## src/rtl/sync_stream_fifo.sv

```systemverilog
`default_nettype none
`timescale 1ns/1ps
// ============================================================================
//  Module  : sync_stream_fifo
//  Brief   : Single-clock FWFT FIFO with backpressure, level, almost-full,
//            sticky overflow and an optional empty-FIFO bypass path.
//  Rev     : 1.0
// ============================================================================
module sync_stream_fifo #(
    parameter int DATA_WIDTH = 8,
    parameter int DEPTH      = 16,
    parameter bit LOW_LAT    = 1'b1,
    parameter int AF_THRESH  = DEPTH - 2
) (
    input  logic                       clkIn,
    input  logic                       rstIn,
    input  logic                       wrEnIn,
    input  logic [DATA_WIDTH-1:0]      wrDataIn,
    output logic                       wrFullOut,
    output logic                       wrAlmostFullOut,
    input  logic                       rdReadyIn,
    output logic [DATA_WIDTH-1:0]      rdDataOut,
    output logic                       rdDataValidOut,
    output logic [$clog2(DEPTH):0]     levelOut,
    output logic                       overflowOut,
    input  logic                       overflowClrIn
);

    localparam int AW = $clog2(DEPTH);
    localparam int LW = AW + 1;
    localparam logic [LW-1:0] c_DEPTH = LW'(DEPTH);
    localparam logic [LW-1:0] c_AF    = LW'(AF_THRESH);
    localparam logic [LW-1:0] c_ONE   = LW'(1);
    localparam logic [LW-1:0] c_ZERO  = '0;

    logic [DATA_WIDTH-1:0] r_mem [DEPTH];
    logic [AW-1:0]         r_wrPtr;
    logic [AW-1:0]         r_rdPtr;
    logic [LW-1:0]         r_ramCount;
    logic [LW-1:0]         r_level;
    logic [DATA_WIDTH-1:0] r_data;
    logic                  r_valid;
    logic                  r_full;
    logic                  r_af;
    logic                  r_ovf;

    logic                  w_push;
    logic                  w_pop;
    logic                  w_drop;
    logic                  w_load;
    logic                  w_fromRam;
    logic                  w_bypass;
    logic                  w_ramWr;
    logic [LW-1:0]         w_levelNext;
    logic [LW-1:0]         w_ramCountNext;

    // Acceptance depends only on the registered full flag, so a same-cycle pop
    // never rescues a write presented while full.
    assign w_push    = wrEnIn & ~r_full;
    assign w_drop    = wrEnIn &  r_full;
    assign w_pop     = r_valid & rdReadyIn;
    assign w_load    = ~r_valid | w_pop;
    assign w_fromRam = w_load & (r_ramCount != c_ZERO);
    assign w_bypass  = LOW_LAT & w_load & (r_ramCount == c_ZERO) & w_push;
    assign w_ramWr   = w_push & ~w_bypass;

    always_comb begin
        w_levelNext = r_level;
        case ({w_push, w_pop})
            2'b10:   w_levelNext = r_level + c_ONE;
            2'b01:   w_levelNext = r_level - c_ONE;
            default: w_levelNext = r_level;
        endcase
    end

    always_comb begin
        w_ramCountNext = r_ramCount;
        case ({w_ramWr, w_fromRam})
            2'b10:   w_ramCountNext = r_ramCount + c_ONE;
            2'b01:   w_ramCountNext = r_ramCount - c_ONE;
            default: w_ramCountNext = r_ramCount;
        endcase
    end

    // Storage array carries no reset so it can map onto RAM primitives.
    always_ff @(posedge clkIn) begin
        if (w_ramWr) begin
            r_mem[r_wrPtr] <= wrDataIn;
        end
    end

    always_ff @(posedge clkIn or posedge rstIn) begin
        if (rstIn) begin
            r_wrPtr    <= '0;
            r_rdPtr    <= '0;
            r_ramCount <= '0;
            r_level    <= '0;
            r_data     <= '0;
            r_valid    <= 1'b0;
            r_full     <= 1'b0;
            r_af       <= 1'b0;
            r_ovf      <= 1'b0;
        end else begin
            if (w_ramWr) begin
                r_wrPtr <= r_wrPtr + 1'b1;
            end
            if (w_fromRam) begin
                r_rdPtr <= r_rdPtr + 1'b1;
                r_data  <= r_mem[r_rdPtr];
            end else if (w_bypass) begin
                r_data  <= wrDataIn;
            end
            if (w_load) begin
                r_valid <= w_fromRam | w_bypass;
            end
            r_ramCount <= w_ramCountNext;
            r_level    <= w_levelNext;
            r_full     <= (w_levelNext == c_DEPTH);
            r_af       <= (w_levelNext >= c_AF);
            if (w_drop) begin
                r_ovf <= 1'b1;
            end else if (overflowClrIn) begin
                r_ovf <= 1'b0;
            end
        end
    end

    assign wrFullOut       = r_full;
    assign wrAlmostFullOut = r_af;
    assign rdDataOut       = r_data;
    assign rdDataValidOut  = r_valid;
    assign levelOut        = r_level;
    assign overflowOut     = r_ovf;

endmodule
`default_nettype wire

```

## config.mk

```make
export PLATFORM = sky130hd
export DESIGN_NAME = sync_stream_fifo
export DESIGN_NICKNAME = d
export VERILOG_FILES = /design/src/rtl/sync_stream_fifo.sv
export SDC_FILE = /design/constraint.sdc
export NUM_CORES = 1
export LEC_CHECK = 0
export ABC_AREA = 1
export CAP_MARGIN = 20
export CORE_MARGIN = 2
export CORE_UTILIZATION = 64
export CTS_CLUSTER_DIAMETER = 50
export DETAILED_ROUTE_END_ITERATION = 8
export PLACE_DENSITY = 0.92
export REMOVE_ABC_BUFFERS = 1
export SKIP_CTS_REPAIR_TIMING = 1
export SLEW_MARGIN = 25
export SYNTH_ARGS = -nofsm -noshare
export SYNTH_HDL_FRONTEND = slang
export SYNTH_SLANG_ARGS = --single-unit
```

## constraint.sdc

```tcl
create_clock -name clkIn -period 3.8 [get_ports clkIn]
set_clock_uncertainty 0.2 [all_clocks]
set_input_delay 0.95 -clock clkIn [delete_from_list [all_inputs] [get_ports clkIn]]
set_output_delay 0.95 -clock clkIn [all_outputs]
set_load 0.005 [all_outputs]
```

==> results.sh, run 1 <==
# implementation run metrics
export IMPL_p_leak_nw=3.599
export IMPL_syn_inst=735
export IMPL_warnings=29
export IMPL_core_area_um2=10890
export IMPL_gp_congestion=0.9108
export IMPL_cts_max_level=4
export IMPL_clkSlewWorstSetupHoldPaths_ns=0.07
export IMPL_place_hpwl_um=10200
export IMPL_numCtsBuffers=17
export IMPL_swShare_pct=37.78
export IMPL_synth_edff_count=128
export IMPL_drt_pass1_iter_count=5
export IMPL_pwr_density_cell_nw_per_um2=766.4
export IMPL_die_area_um2=12090
export IMPL_die_w_um=110.0
export IMPL_fillers=634
export IMPL_cts_sinks=158
export IMPL_crit_type="in -> reg"
export IMPL_async_reset_ff_share_pct=18.99
export IMPL_core_rowCount=38
export IMPL_min_to="rdDataOut[6]"
export IMPL_rsz0062_at_grt="no"
export IMPL_layout_drive_gt1_share_pct=7.751
export IMPL_yosys_warnings=0
export IMPL_ys_area_um2=7184
export IMPL_viasPerCell=5.847
export IMPL_clock_latency_ns=0.54
export IMPL_power_frac_seq_pct=38.3
export IMPL_fp_util_pct=65.98
export IMPL_ios=30
export IMPL_vias=5420
export IMPL_critPathCaptureType="register"
export IMPL_grt_pass1_vias=5354
export IMPL_setup_viol=0
export IMPL_fin_nets=800
export IMPL_synth_area_um2=7184
export IMPL_antenna_found_initial=0
export IMPL_numPortBuffers=29
export IMPL_path_max_fanout=20
export IMPL_grt_pass1_wl_um=27060
export IMPL_p_sw_mw=2.380
export IMPL_ff_type="edfxtp_1"
export IMPL_worst_ep_arrival_time_ns=3.44
export IMPL_required_ns=4.05
export IMPL_lay_top_cells="227 x nand2_1, 128 x edfxtp_1, 102 x nand3_1"
export IMPL_drc_errors=0
export IMPL_finalSetupTns_ns=0
export IMPL_status="finished, final reports clean"
export IMPL_met1Wirelength_um=6172
export IMPL_worst_hold_path_num_cells=2
export IMPL_slew_headroom_pct=46.95
export IMPL_pwr_share_comb_pct=35.8
export IMPL_timing_final_ws_setup_ns=0.6067
export IMPL_max_cap_viol_count=0
export IMPL_worst_slew_pin_slew_ns=0.7932
export IMPL_wl_met2_um=8449
export IMPL_syn_to_final_growth_pct=14.42
export IMPL_ant_nets=0
export IMPL_start_kind="input port"
export IMPL_max_clock_path_buffers=2
export IMPL_dp_slack_ns=0.1993
export IMPL_r2r_end="r_ramCount[4]"
export IMPL_diodes=0
export IMPL_first_iter_violations=582
export IMPL_min_period_ns=3.193
export IMPL_grt_use_total_pct=31.11
export IMPL_grt_ovfl_total=0
export IMPL_r2r_slack_ns=0.99
export IMPL_cts_tree="built"
export IMPL_ys_ff=158
export IMPL_synth_avg_cell_area_um2=9.775
export IMPL_ys_seq_share_pct=63.95
export IMPL_grt_start_max_net_pins=67
export IMPL_fp_dieH_um=110.0
export IMPL_max_freq_mhz=313.2
export IMPL_reg2reg_from="r_ramCount[0]"
export IMPL_maxSlewViolCount=0
export IMPL_hold_viol=0
export IMPL_min_from="rdDataOut[6]"
export IMPL_netlist_cell_type_count=31
export IMPL_power_internal_mw=3.920
export IMPL_ys_cells=735
export IMPL_p_clk_share_pct=25.9
export IMPL_routed_top_layer="met4"
export IMPL_reg2reg_depth=14
export IMPL_clockRootBuffer="clkbuf_8"
export IMPL_wl_met3_um=1602
export IMPL_finalCritPeriodShare_pct=84.03
export IMPL_ir_drop_uv=582.5
export IMPL_lay_top_count="nand2_1"
export IMPL_wire_per_inst_um=18.35
export IMPL_hp_class="reg -> reg"
export IMPL_wl_um=17010
-- run 1: power groups by stage --
stage | sequential [mW] | clock [mW] | combinational [mW]
6_report | 2.41 | 1.63 | 2.26
5_1_grt | 2.44 | 1.70 | 2.51
4_1_cts | 2.40 | 1.63 | 2.22
3_5_place_dp | 2.43 | 0 | 2.16
3_3_place_gp | 2.41 | 0 | 2.04
2_1_floorplan | 2.47 | 0 | 1.31
-- run 1: how the worst max path moves through the flow --
| stage | from | to | cells past startpoint |
|---|---|---|---|
| 5_1_grt | rdReadyIn | r_ramCount[4] | 14 |
| 3_5_place_dp | rdReadyIn | r_ramCount[4] | 14 |
| 2_1_floorplan | r_rdPtr[0] | rdDataOut[0] | 7 |
| 4_1_cts | rdReadyIn | r_ramCount[4] | 14 |
| 3_3_place_gp | rdReadyIn | r_ramCount[4] | 14 |
| 6_report | rdReadyIn | r_ramCount[4] | 14 |
-- run 1: synthesized netlist by cell type (3+ instances only) --
cell	n	share of area, %
nand2_1	227	12
edfxtp_1	128	54
nand3_1	102	7.1
inv_1	99	5.2
nor2_1	55	2.9
dfrtp_1	30	10
buf_2	19	1.3
ha_1	12	2.1
o21ai_0	12	0.84
a21oi_1	8	0.56
clkbuf_1	7	0.37
xor2_1	7	0.85
o21ai_1	5	0.35
nor3_1	3	0.21
-- run 1: worst max-delay path, cell delays in order --
cell	delay, ns
clkdlybuf4s50_1	0.48
nor2_1	0.07
inv_1	0.12
nand2_2	0.09
inv_2	0.27
ha_1	0.34
inv_1	0.09
fa_1	0.37
inv_1	0.10
nand3_1	0.07
nand2_1	0.09
a21oi_1	0.07
o21ai_0	0.12
xor2_1	0.21
-- run 1: flip-flops by register name, summed over array words and instances, names as in the netlist --
| signal | count |
|---|---|
| levelOut | 5 |
| overflowOut | 1 |
| r_mem | 128 |
| r_ramCount | 5 |
| r_rdPtr | 4 |
| r_wrPtr | 4 |
| rdDataOut | 8 |
| rdDataValidOut | 1 |
| wrAlmostFullOut | 1 |
| wrFullOut | 1 |
-- run 1: area by class of cell --
type | count | area, µm² | area share, %
multi-input combinational | 445 | 2052 | 24.96
timing repair buffer | 50 | 447.9 | 5.449
sequential | 158 | 4596 | 55.91
clock buffer | 22 | 452.9 | 5.510
clock inverter | 10 | 113.9 | 1.385
inverter | 102 | 382.9 | 4.658
tap | 140 | 175.2 | 2.131
-- run 1: through the flow --
step           instance area, µm²  std cells  total power [mW]  util, %  hold slack (ns)
2_1_floorplan                7029        705             3.780        -           0.2724
3_3_place_gp                 7654        895             4.444    70.29           0.2604
3_5_place_dp                 7654        895             4.592    70.29           0.2648
4_1_cts                      8220        927             6.251    75.50           0.2821
5_1_grt                      8220        927             6.648    75.50           0.3060
6_report                     8220        927             6.300    75.50           0.2809
-- run 1: per-layer routing --
metal  vias to the layer above  global-route usage (%)
li1                       2450                       -
met1                      2538                   38.94
met2                       367                   49.52
met3                        65                   7.587
met4                         0                   17.99
met5                         -                       0
-- run 1: kinds of logic after synthesis --
| family | synth area share (%) |
|---|---|
| and+or+nand+nor | 22.92 |
| DFF | 63.95 |
| buffers and inverters | 7.489 |
| AOI/OAI and AO/OA | 2.177 |
| adders and majority gates | 2.368 |
| xor gates and xnor gates | 1.097 |
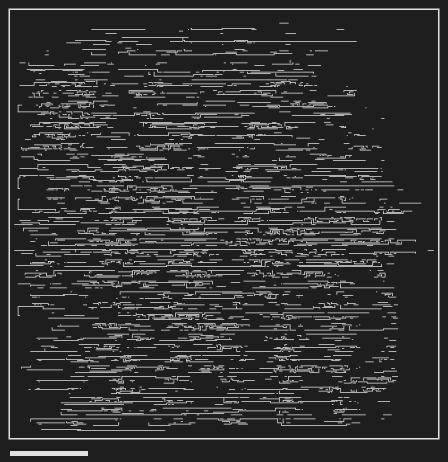
Fig. 1. M1 wires (run 1).
Scale bar: 20 µm.
The longest straight run is 37.3 µm. The layer holds 36% of the routed length. The layer carries 6170 µm of wire.

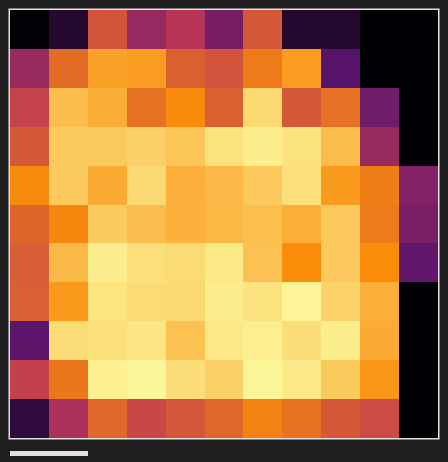
Fig. 2. Cell density map (run 1).
Scale bar: 20 µm. The die is cut into 11 by 11 equal tiles; black is low, pale yellow is high, 0 to 100% covered.
The mean over all tiles is 67%. 53% of the tiles are over 75% full. The emptiest ninth of the die: north-east. The fullest tile reaches 98%.

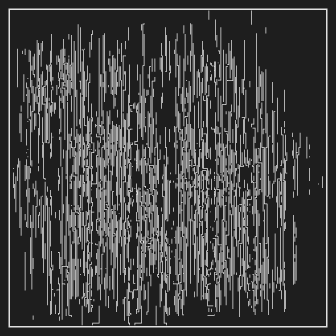
Fig. 3. Signal wires on met2 (run 1).
The layer holds 50% of the routed length. The layer carries 8450 µm of wire.

Fig. 4: run 1, track usage over the die
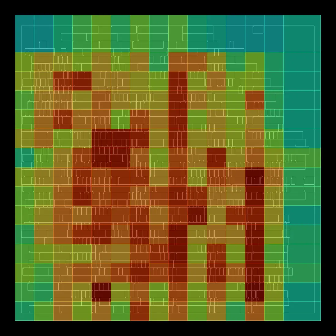

## Run 2: what changed since run 1
- CORE_UTILIZATION: 64 -> 61
- PLACE_DENSITY: 0.92 -> 0.89
- clock period: 3.8 -> 3.1 ns (I/O delays scaled with it)
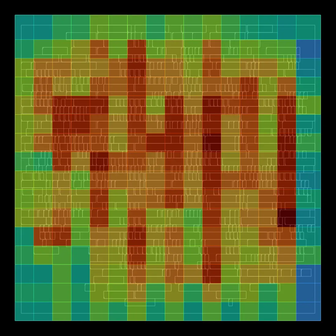
Fig. 5. Track usage over the die (run 2).
met3 Use GR: 6.317%
GR peak layer: met2

==> run 2 against run 1 <==
Against the previous run:
- utilization down 2.3 points
- synthesized cell count unchanged
- largest power group unchanged
- critical path depth up 4
- hold slack better by 0.0027 ns
- global-route usage down 3.3 points
==> results.sh, run 2 <==
# implementation run metrics
export IMPL_status="finished, final reports clean"
export IMPL_syn_inst=735
export IMPL_netlist_cell_type_count=31
export IMPL_max_cap_viol_count=0
export IMPL_core_area_um2=11470
export IMPL_synth_area_leader_cell="edfxtp_1"
export IMPL_synthTopCellsByArea="edfxtp_1 54%, nand2_1 12%, dfrtp_1 10%"
export IMPL_numPortBuffers=29
export IMPL_synth_area_um2=7184
export IMPL_largest_reg_flops=128
export IMPL_lay_top_count="nand2_1"
export IMPL_die_w_um=112.5
export IMPL_clock_latency_ns=0.42
export IMPL_diodes=0
export IMPL_wire_per_inst_um=17.85
export IMPL_fin_area_um2=8399
export IMPL_drc_errors=0
export IMPL_p_sw_mw=2.881
export IMPL_top_area_share_pct=53.50
export IMPL_max_freq_mhz=336.0
export IMPL_ys_seq_share_pct=63.95
export IMPL_yosys_warnings=0
export IMPL_worst_ep_arrival_time_ns=3.13
export IMPL_grt_pass1_wl_um=26680
export IMPL_ys_ff=158
export IMPL_viasPerCell=5.696
export IMPL_core_rowCount=39
export IMPL_common_cells="227 x nand2_1, 128 x edfxtp_1, 102 x nand3_1, 99 x inv_1, 55 x nor2_1"
export IMPL_hp_class="reg -> reg"
export IMPL_swShare_pct=36.05
export IMPL_syn_to_final_growth_pct=16.91
export IMPL_fp_dieH_um=112.5
export IMPL_min_period_ns=2.976
export IMPL_fp_util_pct=62.65
export IMPL_antenna_found_initial=0
export IMPL_dp_slack_ns=-0.2229
export IMPL_ys_area_um2=7184
export IMPL_async_reset_ff_share_pct=18.99
export IMPL_wl_um=16830
export IMPL_finalCritPeriodShare_pct=96.00
export IMPL_p_clk_share_pct=27.3
export IMPL_pwr_share_comb_pct=35.9
export IMPL_setup_viol=0
export IMPL_cts_tree="built"
export IMPL_hold_viol=0
export IMPL_most_common_cell="nand2_1"
export IMPL_ir_drop_uv=606.5
export IMPL_whs_ns=0.2836
export IMPL_fillers=713
export IMPL_power_total_mw=7.991
export IMPL_first_iter_violations=736
export IMPL_clockRootBuffer="clkbuf_16"
export IMPL_pwr_density_cell_nw_per_um2=951.4
export IMPL_dp_cells=910
export IMPL_die_area_um2=12660
export IMPL_ys_cells=735
export IMPL_lay_top_cells="225 x nand2_1, 128 x edfxtp_1, 102 x nand3_1"
export IMPL_max_clock_path_buffers=2
export IMPL_ant_nets=0
export IMPL_maxSlewViolCount=0
export IMPL_synth_edff_count=128
export IMPL_power_frac_seq_pct=36.7
export IMPL_path_max_fanout=3
export IMPL_fin_nets=813
export IMPL_critPathCaptureType="register"
export IMPL_drt_pass1_iter_count=5
export IMPL_warnings=29
export IMPL_grt_start_max_net_pins=67
export IMPL_dpl_instance_area_um2=7760
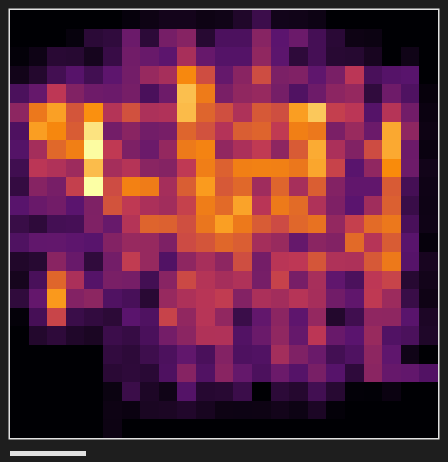
Fig. 6. Wire density map (run 2).
Scale bar: 20 µm. The die is cut into 23 by 23 equal tiles; black is low, pale yellow is high, scaled to the fullest tile. Values are wire area over tile area, all layers added.
The mean over all tiles is 0.22. The densest ninth of the die: centre. The fullest tile reaches 0.74. 20% of the tiles are over half the peak.

==> run 2: cell counts after synthesis <==
Identical to the previous run, type by type.
==> run 2: final cells by class <==
cell class / instances / area (µm²) / area share, %
clock buffers: 26 / 489.2 / 5.825
repair buffers: 63 / 558.0 / 6.644
flip-flops and latches: 158 / 4596 / 54.71
multi-input cells: 445 / 2062 / 24.55
clock inverters: 6 / 132.6 / 1.579
well taps: 143 / 178.9 / 2.130
inverters: 102 / 382.9 / 4.558
==> run 2: layer usage <==
| metal | vias to the layer above | GRT usage (%) | routed length (µm) |
|---|---|---|---|
| met1 | 2516 | 34.65 | 6340 |
| li1 | 2473 | - | - |
| met4 | 0 | 14.15 | 760 |
| met2 | 308 | 45.86 | 8451 |
| met3 | 74 | 6.317 | 1281 |
| met5 | - | 0 | 0 |
==> run 2: cells by family after synthesis <==
group	share of synthesized area [%]
XOR/XNOR	1.097
flip-flops	63.95
adder cells (fa/ha/maj)	2.368
buffers and inverters	7.489
AND-OR/OR-AND	2.177
AND/OR/NAND/NOR	22.92
==> run 2: stage by stage <==
step                      utilization, %  TNS [ns]
after floorplan                        -    -1.073
after global placement             67.67  -0.08204
after detailed placement           67.67   -0.9313
after CTS                          73.09         0
after global routing               73.25   -0.1927
final                              73.25         0
==> run 2: power groups by stage <==
stage,registers [mW],logic [mW],clock network [mW]
6_report,2.94,2.87,2.18
5_1_grt,2.96,3.18,2.28
4_1_cts,2.92,2.81,2.19
3_5_place_dp,2.96,2.76,0
3_3_place_gp,2.93,2.61,0
2_1_floorplan,3.03,1.61,0
==> run 2: worst paths after layout <==
path                                       to  depth (start not counted)     startpoint  slack [ns]
worst max-delay path                wrFullOut                         18         wrEnIn        0.12
worst min-delay path             rdDataOut[6]                          2   rdDataOut[6]        0.28
worst max register to register  r_ramCount[4]                         14  r_ramCount[0]        0.34
worst min register to register   rdDataOut[6]                          2   rdDataOut[6]        0.28
max in group asynchronous          r_rdPtr[0]                          3          rstIn        1.75
min in group asynchronous           wrFullOut                          2          rstIn        0.42
==> run 2: worst max-delay path: stages <==
cell and delay [ns]:
clkdlybuf4s50_1 0.48, inv_1 0.05, nor2_2 0.09, inv_1 0.08
buf_4 0.14, ha_1 0.23, nand2_2 0.08, inv_1 0.06
nor2_2 0.15, ha_2 0.21, a21oi_1 0.06, nor2_1 0.18
nand2_1 0.08, nand2_1 0.08, nand3_1 0.07, nand2_1 0.11
nand2_2 0.08, nor2_1 0.11
No activity file was given, so power comes from the tool's default toggle rates.
